[src/rtl/beta_imem_arbiter_if.sv]
// Bundle of the requester-side and imem-side handshake signals of the instruction memory arbiter.
// The arbiter uses the slave view; the requesters/memory environment uses the master view.
interface beta_imem_arbiter_if #(
    parameter int DataWidth = 32,
    parameter int AddrWidth = 32
) ();
    logic [1:0]             arb_req_i;
    logic [2*AddrWidth-1:0] arb_addr_i;
    logic [1:0]             arb_ready_o;
    logic [1:0]             arb_valid_o;
    logic [1:0]             arb_err_o;
    logic [DataWidth-1:0]   arb_rdata_o;
    logic                   arb_busy_o;
    logic                   mem_req_o;
    logic [AddrWidth-1:0]   mem_addr_o;
    logic                   mem_ready_i;
    logic                   mem_valid_i;
    logic [DataWidth-1:0]   mem_rdata_i;

    modport slave (
        input  arb_req_i, arb_addr_i, mem_ready_i, mem_valid_i, mem_rdata_i,
        output arb_ready_o, arb_valid_o, arb_err_o, arb_rdata_o, arb_busy_o,
        output mem_req_o, mem_addr_o
    );

    modport master (
        output arb_req_i, arb_addr_i, mem_ready_i, mem_valid_i, mem_rdata_i,
        input  arb_ready_o, arb_valid_o, arb_err_o, arb_rdata_o, arb_busy_o,
        input  mem_req_o, mem_addr_o
    );
endinterface

[src/rtl/beta_imem_arbiter.sv]
// Round-robin arbiter sharing one instruction memory port between the fetch unit (port 0)
// and a debug/prefetch requester (port 1), one outstanding transaction, response timeout.
module beta_imem_arbiter #(
    parameter int DataWidth     = 32,
    parameter int AddrWidth     = 32,
    parameter int TimeoutCycles = 16
) (
    input  logic               clk_i,
    input  logic               rst_i,
    beta_imem_arbiter_if.slave bus
);
    localparam int CntWidth = $clog2(TimeoutCycles);
    localparam logic [CntWidth-1:0] CntLast = CntWidth'(TimeoutCycles - 1);

    typedef enum logic [1:0] {
        ARB_IDLE = 2'd0,
        ARB_REQ  = 2'd1,
        ARB_WVLD = 2'd2
    } arb_state_t;

    arb_state_t           r_state, w_state_nxt;
    logic                 r_gnt, w_gnt_nxt;
    logic                 r_last_gnt, w_last_gnt_nxt;
    logic                 r_mem_req, w_mem_req_nxt;
    logic [AddrWidth-1:0] r_mem_addr, w_mem_addr_nxt;
    logic [CntWidth-1:0]  r_cnt, w_cnt_nxt;
    logic [1:0]           r_err, w_err_nxt;
    logic [1:0]           w_ready;
    logic [1:0]           w_valid;
    logic                 w_pick;

    // Both requesting: favour the port that did not own the previous transaction.
    assign w_pick = (bus.arb_req_i == 2'b11) ? ~r_last_gnt : bus.arb_req_i[1];

    always_ff @(posedge clk_i or posedge rst_i) begin
        if (rst_i) begin
            r_state    <= ARB_IDLE;
            r_gnt      <= 1'b0;
            r_last_gnt <= 1'b1;
            r_mem_req  <= 1'b0;
            r_mem_addr <= '0;
            r_cnt      <= '0;
            r_err      <= '0;
        end else begin
            r_state    <= w_state_nxt;
            r_gnt      <= w_gnt_nxt;
            r_last_gnt <= w_last_gnt_nxt;
            r_mem_req  <= w_mem_req_nxt;
            r_mem_addr <= w_mem_addr_nxt;
            r_cnt      <= w_cnt_nxt;
            r_err      <= w_err_nxt;
        end
    end

    always_comb begin
        w_state_nxt    = r_state;
        w_gnt_nxt      = r_gnt;
        w_last_gnt_nxt = r_last_gnt;
        w_mem_req_nxt  = r_mem_req;
        w_mem_addr_nxt = r_mem_addr;
        w_cnt_nxt      = r_cnt;
        w_err_nxt      = 2'b00;
        w_ready        = 2'b00;
        w_valid        = 2'b00;
        case (r_state)
            ARB_IDLE: begin
                if (|bus.arb_req_i) begin
                    w_gnt_nxt      = w_pick;
                    w_mem_addr_nxt = w_pick ? bus.arb_addr_i[2*AddrWidth-1:AddrWidth]
                                            : bus.arb_addr_i[AddrWidth-1:0];
                    w_mem_req_nxt  = 1'b1;
                    w_state_nxt    = ARB_REQ;
                end
            end
            ARB_REQ: begin
                w_ready[r_gnt] = bus.mem_ready_i;
                if (bus.mem_ready_i) begin
                    w_mem_req_nxt = 1'b0;
                    w_cnt_nxt     = '0;
                    w_state_nxt   = ARB_WVLD;
                end
            end
            ARB_WVLD: begin
                // A response landing on the abort cycle still counts as a normal completion.
                w_valid[r_gnt] = bus.mem_valid_i;
                if (bus.mem_valid_i) begin
                    w_last_gnt_nxt = r_gnt;
                    w_state_nxt    = ARB_IDLE;
                end else if (r_cnt == CntLast) begin
                    w_err_nxt[r_gnt] = 1'b1;
                    w_last_gnt_nxt   = r_gnt;
                    w_state_nxt      = ARB_IDLE;
                end else begin
                    w_cnt_nxt = r_cnt + CntWidth'(1);
                end
            end
            default: begin
                w_mem_req_nxt = 1'b0;
                w_state_nxt   = ARB_IDLE;
            end
        endcase
    end

    assign bus.arb_ready_o = w_ready;
    assign bus.arb_valid_o = w_valid;
    assign bus.arb_err_o   = r_err;
    assign bus.arb_rdata_o = (|w_valid) ? bus.mem_rdata_i : '0;
    assign bus.arb_busy_o  = (r_state != ARB_IDLE);
    assign bus.mem_req_o   = r_mem_req;
    assign bus.mem_addr_o  = r_mem_addr;
endmodule
[src/flat_wrapper.sv]
// flat-port wrapper written by rule: the top's interface ports become plain ports
module beta_imem_arbiter_flat 
#(
    parameter int DataWidth     = 32,
    parameter int AddrWidth     = 32,
    parameter int TimeoutCycles = 16
)
  (clk_i, rst_i, bus_arb_req_i, bus_arb_addr_i, bus_mem_ready_i, bus_mem_valid_i, bus_mem_rdata_i, bus_arb_ready_o, bus_arb_valid_o, bus_arb_err_o, bus_arb_rdata_o, bus_arb_busy_o, bus_mem_req_o, bus_mem_addr_o);
  beta_imem_arbiter_if #(.DataWidth(DataWidth), .AddrWidth(AddrWidth)) bus_i ();
  input  logic clk_i;
  input  logic rst_i;
  input wire logic [$bits(bus_i.arb_req_i)-1:0] bus_arb_req_i;
  input wire logic [$bits(bus_i.arb_addr_i)-1:0] bus_arb_addr_i;
  input wire logic [$bits(bus_i.mem_ready_i)-1:0] bus_mem_ready_i;
  input wire logic [$bits(bus_i.mem_valid_i)-1:0] bus_mem_valid_i;
  input wire logic [$bits(bus_i.mem_rdata_i)-1:0] bus_mem_rdata_i;
  output wire logic [$bits(bus_i.arb_ready_o)-1:0] bus_arb_ready_o;
  output wire logic [$bits(bus_i.arb_valid_o)-1:0] bus_arb_valid_o;
  output wire logic [$bits(bus_i.arb_err_o)-1:0] bus_arb_err_o;
  output wire logic [$bits(bus_i.arb_rdata_o)-1:0] bus_arb_rdata_o;
  output wire logic [$bits(bus_i.arb_busy_o)-1:0] bus_arb_busy_o;
  output wire logic [$bits(bus_i.mem_req_o)-1:0] bus_mem_req_o;
  output wire logic [$bits(bus_i.mem_addr_o)-1:0] bus_mem_addr_o;
  assign bus_i.arb_req_i = bus_arb_req_i;
  assign bus_i.arb_addr_i = bus_arb_addr_i;
  assign bus_i.mem_ready_i = bus_mem_ready_i;
  assign bus_i.mem_valid_i = bus_mem_valid_i;
  assign bus_i.mem_rdata_i = bus_mem_rdata_i;
  assign bus_arb_ready_o = bus_i.arb_ready_o;
  assign bus_arb_valid_o = bus_i.arb_valid_o;
  assign bus_arb_err_o = bus_i.arb_err_o;
  assign bus_arb_rdata_o = bus_i.arb_rdata_o;
  assign bus_arb_busy_o = bus_i.arb_busy_o;
  assign bus_mem_req_o = bus_i.mem_req_o;
  assign bus_mem_addr_o = bus_i.mem_addr_o;
  beta_imem_arbiter #(.DataWidth(DataWidth), .AddrWidth(AddrWidth), .TimeoutCycles(TimeoutCycles)) u_core (.clk_i(clk_i), .rst_i(rst_i), .bus(bus_i));
endmodule
[config.mk]
export PLATFORM = sky130hd
export DESIGN_NAME = beta_imem_arbiter_flat
export DESIGN_NICKNAME = d
export VERILOG_FILES = /design/src/rtl/beta_imem_arbiter_if.sv /design/src/rtl/beta_imem_arbiter.sv /design/src/flat_wrapper.sv
export SDC_FILE = /design/constraint.sdc
export NUM_CORES = 1
export LEC_CHECK = 0
export ABC_AREA = 1
export CORE_MARGIN = 3
export CORE_UTILIZATION = 35
export DETAILED_ROUTE_END_ITERATION = 10
export PLACE_DENSITY = 0.83
export SKIP_LAST_GASP = 1
export SLEW_MARGIN = 20
export SYNTH_ARGS = -nofsm -noshare
export SYNTH_HDL_FRONTEND = slang
export SYNTH_SLANG_ARGS = --single-unit
export TNS_END_PERCENT = 1
[constraint.sdc]
create_clock -name clk_i -period 2.6 [get_ports clk_i]
set_clock_uncertainty 0.2 [all_clocks]
set_input_delay 0.26 -clock clk_i [delete_from_list [all_inputs] [get_ports clk_i]]
set_output_delay 0.26 -clock clk_i [all_outputs]
set_load 0.01 [all_outputs]
==> changes_impl.md, run 1 <==
### Implementation results

- Final Max-Slew Violation Tally: 0
- Vias in the first global route: between 2000 and 3000
- Final #Nets: roughly 620
- Worst Setup Path Type: register to primary output
- VDD IR max: approximately 0.5 mV
- Crit-path max FO: 34
- Final Power: roughly 3500 µW
- Yosys cell types: 19
- Synth area leader: dfrtp_1
- Delay-heaviest family, CP: buffers and inverters
- Cts-stage hold buffer count: 0
- Die X-Extent: between 80 and 90 µm
- Final Hold Vio Count: 0
- Met2 routed WL: around 4000 µm
- Crit share post-route: 89.2%
- Pre-CTS WS: between 0.4 and 0.5 ns
- Worst Setup Start Kind: register
- Setup TNS: 0 ns
- Worst Hold Class: primary input to asynchronous set/reset pin
- First-pass GRT wire length: approximately 12000 µm
- Detailed-route via count: about 2700
- Worst slew pin tran: approximately 0.6 ns
- Core area: 6530 µm²
- CTS tree: built
- CP arrival: roughly 1.9 ns
- Placed instance count: 589
- Slowest library cell on the worst path: clkdlybuf4s50_1
- CP Data Required Time: 2.14 ns
- Yosys chip area: approximately 2400 µm²
- Routed wl met3: 752 µm
- Setup-failing EPs final: 0
- Crit-path max cell delay: between 0.5 and 0.6 ns
- Htree depth: 2
- Site Rows: 29
- Antenna violations before repair: 0
- Post-route DRC: 0
- Total gr overflow: 0
- Leak Pwr: 0.00218 µW
- Status: finished clean
- Die Size: 7940 µm²
- Die Height: roughly 89 µm
- FP Util: a little under two fifths
- Max reg flops: 32
- Yosys Instances: about 350
- Post-Layout Cell Count: a little under 600
- DR pass1 iterations: 4
- ANT nets after route: 0
- Top Layer Used: met4
- Post-DP HPWL: between 6000 and 7000 µm
- Setup ws final: between 0.2 and 0.3 ns
- Vias per cell: roughly 4.5
- Placed Area: ~4200 µm²
- # diodes: 0
- Worst path cell trace: inv_2, nor2_2, nand2_1, buf_4, nor2_1, clkdlybuf4s50_1
- PostCTS Resize Cnt: 0
- Synth Cell Area: approximately 2400 µm²
- Fmax: 0.431 GHz
- Root buffer cell: clkbuf_8
- Maximum capacitance violations: 0
- Pwr/cell area: about 800 nW/µm²
==> run 1: final cells by class <==
type	count	area [µm²]	area share, %
clock buffer	8	100	2.32
inverter	77	289	6.69
multi-input combinational	213	971	22.5
sequential	43	1080	24.9
tap	77	96.3	2.23
timing repair buffer	179	1790	41.4
==> run 1: cell families after synthesis <==
| family | count (synthesis) | share of synthesized area, % |
|---|---|---|
| XOR/XNOR | 1 | 0.363 |
| flip-flops | 43 | 44.6 |
| AND/OR/NAND/NOR | 175 | 28.0 |
| AND-OR/OR-AND | 36 | 11.2 |
| buffers and inverters | 93 | 15.3 |
| adder cells (fa/ha/maj) | 1 | 0.518 |
==> run 1: Yosys cell counts, drive strengths merged <==
master  instances
o21ai           2
clkbuf          1
dfstp           1
o211ai         32
buf            15
nand3           9
nor2           46
dfrtp          42
nand2         119
ha              1
inv            77
a21oi           2
nand4           1
xnor2           1
==> run 1: path summary, 6_finish.rpt <==
check | startpoint | to | slack [ns] | depth (start not counted)
max | u_core.r_state[1] | bus_arb_rdata_o[2] | 0.28 | 6
min | rst_i | u_core.bus.mem_req_o | 0.06 | 2
max reg2reg | u_core.r_last_gnt | u_core.bus.mem_addr_o[2] | 0.74 | 6
min reg2reg | u_core.bus.mem_addr_o[28] | u_core.bus.mem_addr_o[28] | 0.28 | 2
max in group asynchronous | rst_i | u_core.r_last_gnt | 1.59 | 3
min in group clk_i | u_core.bus.mem_addr_o[28] | u_core.bus.mem_addr_o[28] | 0.28 | 2
==> run 1: metal layers <==
metal	vias to the layer above	track usage [%]
met5	-	0
met4	0	3.25
met3	2	5.53
met2	123	38.2
met1	1202	20.6
li1	1383	-
==> run 1: power breakdown <==
| part | internal, µW | switching (µW) |
|---|---|---|
| Combinational | 960 | 905 |
| Clock | 243 | 214 |
| Sequential | 973 | 177 |
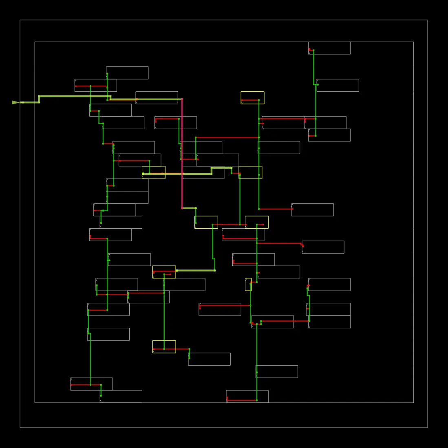
Fig. 1. Clock nets (run 1).
clock buf count: 8
clk latency late pin: 0.29 ns
Inserted Clock Buffers: 5
P_clk: 456 µW
Flops: 43

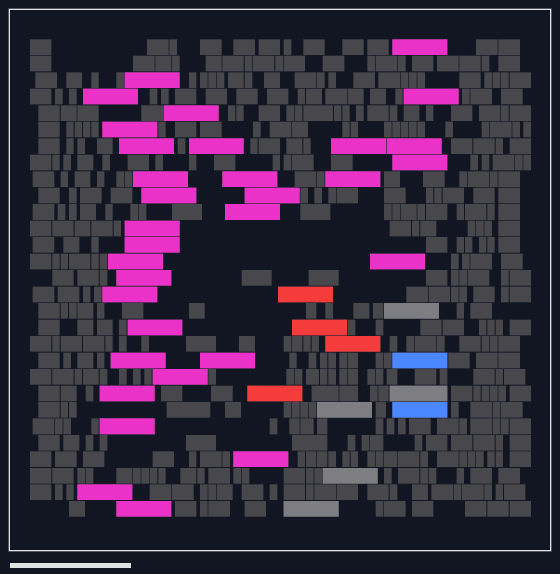
Fig. 2. Register map, names as in the netlist (run 1).
Bar = 20 µm.
| netlist name | color | placed flops |
|---|---|---|
| u_core.r_cnt | red | 4 |
| u_core.bus.mem_addr_o | magenta | 32 |
| u_core.bus.arb_err_o | blue | 2 |
Layout Utilization: 66.2%
P_seq: 1150 µW
fraction of area in registers: 24.9%
Reg area: 1080 µm²

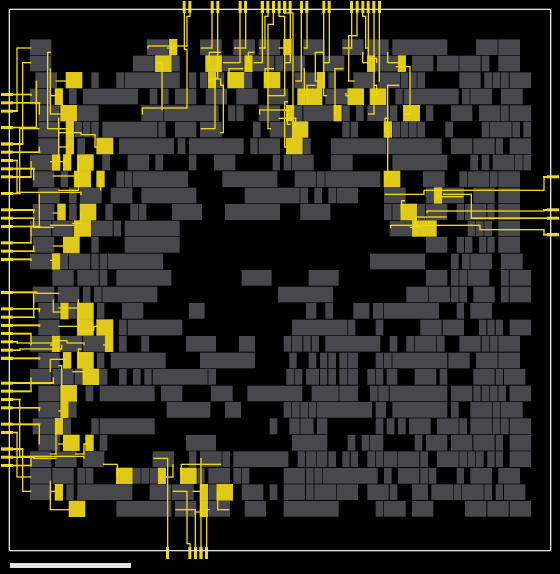
Fig. 3. Port wiring (run 1).
Bar = 20 µm.
| port | color | bits | direction | edge | end cells | buffers | wire |
|---|---|---|---|---|---|---|---|
| bus_arb_addr_i | yellow | 64 | input | 33 left, 22 top, 5 bottom, 4 right | 64 | 64 | 999 µm |
I/O Pins: 174
PortBufs: 173

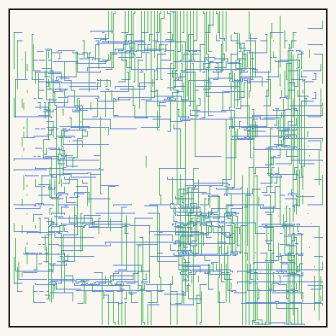
Fig. 4. Routed metal, one color a layer (run 1).
Two of the layers only.
| layer | color | wire length |
|---|---|---|
| M2 | green | 3900 µm |
| M1 | blue | 2800 µm |
Total Routing Usage GR: 19.4%
DR WL/cell: 12.5 µm
final wirelength: 7480 µm

==> run 1 -> run 2 <==
CORE_ASPECT_RATIO = 0.6   (was not set)
CORE_MARGIN = 8   (was 3)
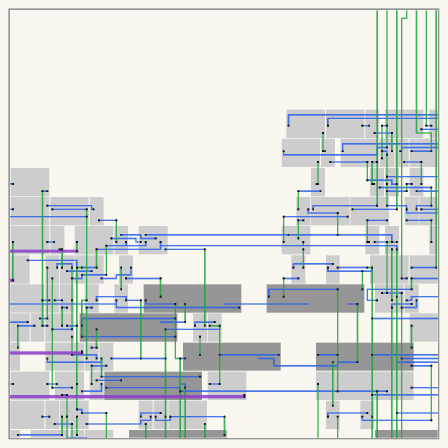
Fig. 5. Close-up of the layout (run 2).
Window x 11 to 51, y 40 to 80 µm. Cells in gray, sequential cells in the stronger gray; small squares are vias.
| layer | color |
|---|---|
| M1 | blue |
| M3 | purple |
| M2 | green |
most frequent: clkdlybuf4s50_1 (24), nand2_1 (21), inv_1 (11)
netlist names of flops here include: u_core.bus.mem_addr_o (6)
cells with their middle in the window: 74
sequential cells in the window: 6

==> run 2 against run 1 <==
  * Critical path depth did not move
  * Clock-buffer cell count decreased by 2
  * Combinational power about the same
  * Largest power group unchanged
==> changes_impl.md, run 2 <==
### Implementation results

- Status: finished clean
- Worst Setup Start Kind: register
- XOR Share, Synth: 0.363%
- Post-route DRC: 0
- Core area: between 6000 and 7000 µm²
- CP arrival: roughly 1.8 ns
- FP Util: 36.2%
- Placed Area: 4240 µm²
- Met1 Resource Use GR: a little under a fifth
- DR pass1 iterations: 4
- Post-Layout Cell Count: approximately 610
- Yosys cell types: 19
- Inserted Clock Buffers: 5
- Max reg flops: 32
- Root buffer cell: clkbuf_16
- PortBufs: approximately 170
- Fmax: 0.439 GHz
- Top Layer Used: met4
- ANT nets after route: 0
- Setup-failing EPs final: 0
- Cts-stage hold buffer count: 0
- CTS tree: built
- VDD IR max: 0.486 mV
- Die Size: around 10000 µm²
- Placed instance count: roughly 600
- Routed wl met3: slightly below 800 µm
- Aoi share: between 10 and 15%
- R2r setup slk: between 0.9 and 1 ns
- Antenna violations before repair: 0
- Reg area: roughly 1100 µm²
- Met2 Track Usage GR: 30.6%
- Grt met3 use: 5.67%
- Final Max-Slew Violation Tally: 0
- DR WL/cell: 13.8 µm
- Die X-Extent: ~120 µm
- Layout Utilization: about two thirds
- Met2 routed WL: 4190 µm
- Ys flop type: dfrtp_1
- Total gr overflow: 0
- Top non-seq family: simple AND/OR/NAND/NOR gates
- Crit share post-route: between 80% and 90%
- Site Rows: 23
- Final wirelength: roughly 8400 µm
- PostCTS Resize Cnt: 0
- Final #Nets: a little over 600
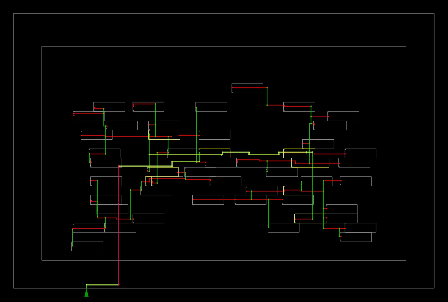
Fig. 6. Clock nets (run 2).
clock buf count: 6
P_clk: 720 µW
clock sink count: 43
clk latency late pin: 0.28 ns

run 2: netlist changes by cell type in the layout (fill, tap and decap cells not counted), sizes merged:
cell	before	now
clkinv	0	1
clkbuf	8	6
bufinv	0	1
run 2: cell families after synthesis:
kind of cell	Yosys count
AOI/OAI and AO/OA	36
xor gates and xnor gates	1
buffers and inverters	93
DFF	43
adders and majority gates	1
and+or+nand+nor	175
run 2: worst max-delay path, cell delays in order (launching register included):
cell,delay (ns)
dfrtp_1,0.40
inv_2,0.07
nor2_2,0.13
nand2_1,0.08
buf_4,0.19
nor2_1,0.11
clkdlybuf4s50_1,0.56
run 2: cell type report:
| class | instances | area share, % |
|---|---|---|
| Clock buffer | 6 | 3.15 |
| Clock inverter | 2 | 0.795 |
| Inverter | 77 | 6.56 |
| Multi-Input combinational cell | 213 | 22.0 |
| Sequential cell | 43 | 24.4 |
| Tap cell | 87 | 2.47 |
| Timing Repair Buffer | 179 | 40.6 |
run 2: how the worst max path moves through the flow:
stage | start | endpoint | slack (ns) | cells past startpoint
5_1_grt | u_core.r_state[1] | bus_arb_rdata_o[26] | 0.20 | 6
6_report | u_core.r_state[1] | bus_arb_rdata_o[18] | 0.32 | 6
2_1_floorplan | u_core.r_last_gnt | u_core.bus.mem_addr_o[0] | 1.13 | 7
3_3_place_gp | bus_mem_valid_i | bus_arb_rdata_o[1] | 0.49 | 5
4_1_cts | u_core.r_state[1] | bus_arb_rdata_o[20] | 0.31 | 6
3_5_place_dp | bus_mem_valid_i | bus_arb_rdata_o[20] | 0.47 | 5
run 2: power breakdown:
part | internal, µW | leakage, µW | total [µW] | switching [µW]
Clock | 477 | 0.0000868 | 720 | 243
Sequential | 974 | 0.000531 | 1160 | 181
Combinational | 962 | 0.00160 | 1880 | 920
Total | 2410 | 0.00221 | 3760 | 1340
Power figures rest on the tool's default switching activity, not on a simulated workload.
